run_1/detail.png
Scale bar: 20 µm. Region (21, 21) to (71, 71) µm. Cells in grey, sequential cells in the stronger grey; small squares are vias.
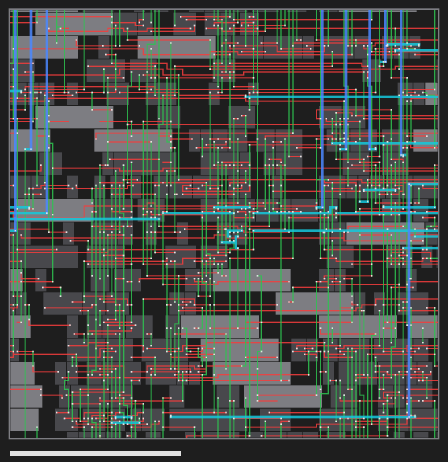
run_1/flops_by_reg.png
Other sequential cells in the stronger grey, the rest of the logic in the fainter grey.
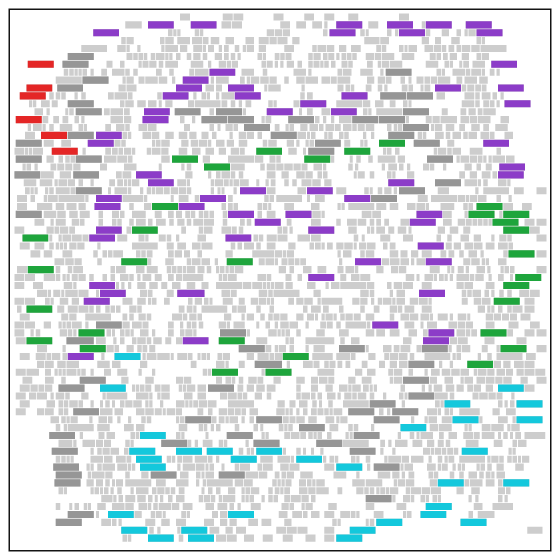
run_1/placement_by_type.png
Fill, decap, tap and diode cells in grey.
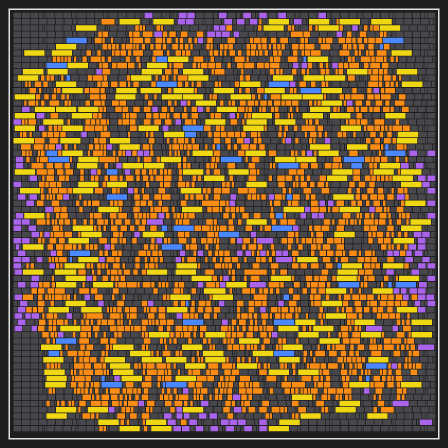
Design muldiv_unit, sky130hd; sources not shown.
==> results_dict.tcl <==
# yosys + openroad results
set metrics [dict create \
    cts.path.max_buffers 3 \
    synth-async-reset-ratio_pct 100 \
    grt_start_max_net_pins 137 \
    dp_cells 2618 \
    number_of_drc_violations_after_detailed_routing 0 \
    clkTransAtPathRegs_ps 60 \
    rsz0062_at_grt "no" \
    power_mw 15.0 \
    final.hold.worst_slack_ps 172 \
    die_y_um 186 \
    switching_share_pct 49.0 \
    min_path_type "in2async" \
    die.size.x_um 186 \
    setup_viol_count_final 0 \
    cts_made_buffers 27 \
    globalRouteTotalUtil_pct 33.9 \
    filler_cell_count 3016 \
    ys_sh_mux_pct 5.48 \
    met2_usage_pct 52.8 \
    routed_via_density 6.25 \
    clock_latency_ps 550 \
    cts_htree_levels 1 \
    post_cts_hold_buffer_count 0 \
    gpl.final_weighted_congestion 0.994 \
    synth_area_per_cell_um2 8.09 \
    portBuffers 103 \
    final_design_area_no_fill_mm2 0.0198 \
    cell_total_in_the_yosys_stat_output 2091 \
    total_tool_warning_count 32 \
    grt.met1_usage_pct 46.5 \
    max_slew.worst_pin.slew_ps 1350 \
    chipArea_mm2 0.0346 \
    finalWorstSetupSlack_ps 219 \
    synth-xor-area-share_pct 10.6 \
    netlist.area_leader.share_pct 30.9 \
    irDropWorstVdd_uv 597 \
    floorplanUtilization_pct 50.6 \
    synth.logic.top_family "AND-OR/OR-AND gates" \
    worst-endpoint-arrival_ps 4050 \
    comb_area_mm2 0.0110 \
    first_pass_iters 6 \
    final.min_clock_period_ps 3580 \
    tritoncts "done" \
    final_cell_count_no_fill 2670 \
    netlist_area_mm2 0.0169 \
    dr_total_vias 16700 \
    finalCritPeriodShare_pct 94.2 \
    critical_path_peak_fanout 6 \
    synthCells 2091 \
    dp_area_mm2 0.0189 \
    crit_path_start_kind "flip-flop" \
    route.antenna.remaining_nets 0 \
    final.setup.tns_ps 0 \
    outcome "complete, no violations" \
    top_cell "sky130_fd_sc_hd__nand2_1" \
    share_comb_of_total_power_pct 56.8 \
    finalWirelength_um 57600 \
    first_global_vias 15900 \
    cell_at_the_root_of_the_clock_tree "sky130_fd_sc_hd__clkbuf_16" \
    yosys.stat.chipArea_mm2 0.0169 \
    top_level_ports 104 \
    drt_iter0_drc 1842 \
    timing.critical_path.required_ps 4270 \
    wl_per_cell_um 21.6 \
    yosys_warnings 0 \
    max_slew_margin_vs_limit_pct 9.48 \
    biggest_area_consumer_among_synthesized_cells "sky130_fd_sc_hd__dfrtp_1" \
    max_ffs_per_register 64 \
    pwr-share-seq_pct 26.6 \
    worstSetupEndpointType "flip-flop" \
    power.leakage_nw 8.36 \
    grt_overflow_total 0 \
    power.switching_mw 7.35 \
    type_of_the_worst_setup_path "reg2reg" \
    synth.lib_cells_used.distinct 81 \
    finalHoldViolCount 0 \
    power.density_mw_per_mm2 757 \
    cts.sink_count 209 \
    nets 2348 \
    ff_type "sky130_fd_sc_hd__dfrtp_1" \
    n_antenna_cell 0 \
    grt_use_met3_pct 3.74 \
    worst-r2r-setup-slack_ps 220 \
    achievable-frequency_mhz 279 \
    post-place-ws_ps 4.71 \
]
Notes on detail.png above:
Green is metal 2. Red is metal 1. Cyan is metal 3. Blue is metal 4.
Most frequent: nand2_1 (26), inv_1 (17), o21ai_0 (17). 180 logic cells have their middle in the window. Sequential cells in the window: 15.

Notes on flops_by_reg.png above:
Cyan is `rem_q`, sequential cells 33, where a horizontal strip, bottom. Green is `result`, sequential cells 32. Red is `cnt_q`, sequential cells 6, where upper left. Purple is `acc_q`, sequential cells 64.
power attributed to sequential cells: 3.99 mW
fraction of the core area covered by cells at the end of the flow: 59.3%
register area: 0.00523 mm²

Notes on placement_by_type.png above:
Yellow is sequential cells, cells 209, share of their area 27%. Blue is clock drivers and dummy loads, cells 50, share of their area 4.4%. Purple is remaining buffers and delay cells, cells 210, share of their area 10%. Orange is combinational and other logic, cells 1753, share of their area 58%.
std cell rows: 67
sequential share of cell area: 26.4%
placeable core area: 0.0334 mm²

run 1: power by group through the flow:
stage          sequential, mW  combinational [mW]  clock, mW
2_1_floorplan            4.46                5.04          0
3_3_place_gp             3.96                8.18          0
3_5_place_dp             4.00                8.33          0
4_1_cts                  3.96                8.37       2.50
5_1_grt                  4.10                9.31       2.60
6_report                 3.99                8.52       2.49
run 1: cell type report:
type                       instances  share of cell area (%)
multi-input combinational       1677                    55.3
sequential                       209                    26.4
timing repair buffer             210                    9.70
clock buffer                      38                    3.92
tap                              448                    2.83
inverter                          76                    1.44
clock inverter                    12                   0.360
run 1: layout by cell type, fill, tap and decap left out, types with 13 or more instances in the layout:
master | Yosys | final
sky130_fd_sc_hd__clkdlybuf4s50_1 | 0 | 101
sky130_fd_sc_hd__nor3_1 | 29 | 29
sky130_fd_sc_hd__or4_1 | 14 | 14
sky130_fd_sc_hd__dfrtp_1 | 209 | 206
sky130_fd_sc_hd__o21bai_1 | 14 | 14
sky130_fd_sc_hd__a21oi_1 | 141 | 140
sky130_fd_sc_hd__a21o_1 | 21 | 21
sky130_fd_sc_hd__a311oi_1 | 13 | 13
sky130_fd_sc_hd__o221ai_1 | 13 | 13
sky130_fd_sc_hd__or3_1 | 18 | 18
sky130_fd_sc_hd__buf_4 | 0 | 100
sky130_fd_sc_hd__a221oi_1 | 22 | 21
sky130_fd_sc_hd__nor2_1 | 101 | 100
sky130_fd_sc_hd__mux2i_1 | 87 | 87
sky130_fd_sc_hd__o31ai_1 | 43 | 42
sky130_fd_sc_hd__o41ai_1 | 23 | 21
sky130_fd_sc_hd__inv_1 | 75 | 75
sky130_fd_sc_hd__nand2_1 | 275 | 274
sky130_fd_sc_hd__clkbuf_16 | 0 | 27
sky130_fd_sc_hd__ha_1 | 75 | 74
sky130_fd_sc_hd__and2_1 | 43 | 43
sky130_fd_sc_hd__xnor2_1 | 121 | 120
sky130_fd_sc_hd__nand2b_1 | 19 | 19
sky130_fd_sc_hd__nand3_1 | 52 | 52
sky130_fd_sc_hd__nand4_1 | 19 | 19
sky130_fd_sc_hd__xor2_1 | 83 | 83
sky130_fd_sc_hd__nor2b_1 | 22 | 22
sky130_fd_sc_hd__o21ai_0 | 257 | 256
run 1: critical path, stage by stage (launching register included):
cell	delay, ps
sky130_fd_sc_hd__dfrtp_2	450
sky130_fd_sc_hd__and2_1	150
sky130_fd_sc_hd__ha_1	180
sky130_fd_sc_hd__inv_1	60
sky130_fd_sc_hd__fa_1	370
sky130_fd_sc_hd__nor2b_1	210
sky130_fd_sc_hd__o31a_1	240
sky130_fd_sc_hd__o41ai_2	120
sky130_fd_sc_hd__or3_1	440
sky130_fd_sc_hd__a21oi_1	170
sky130_fd_sc_hd__o21ai_1	110
sky130_fd_sc_hd__a21oi_2	200
sky130_fd_sc_hd__a2111oi_1	100
sky130_fd_sc_hd__buf_4	150
sky130_fd_sc_hd__or4_1	410
sky130_fd_sc_hd__nand3_1	100
run 1: layer usage:
layer,vias to the layer above,routed length (µm)
met1,7996,24800
met5,-,0
li1,7759,-
met3,154,4220
met4,0,2980
met2,770,25700
run 1: what timing repair did:
item,4_1_cts,5_1_grt
setup endpoints to repair,0,10
setup buffers,0,2
resized,0,10
No activity file was given, so power comes from the tool's default toggle rates.
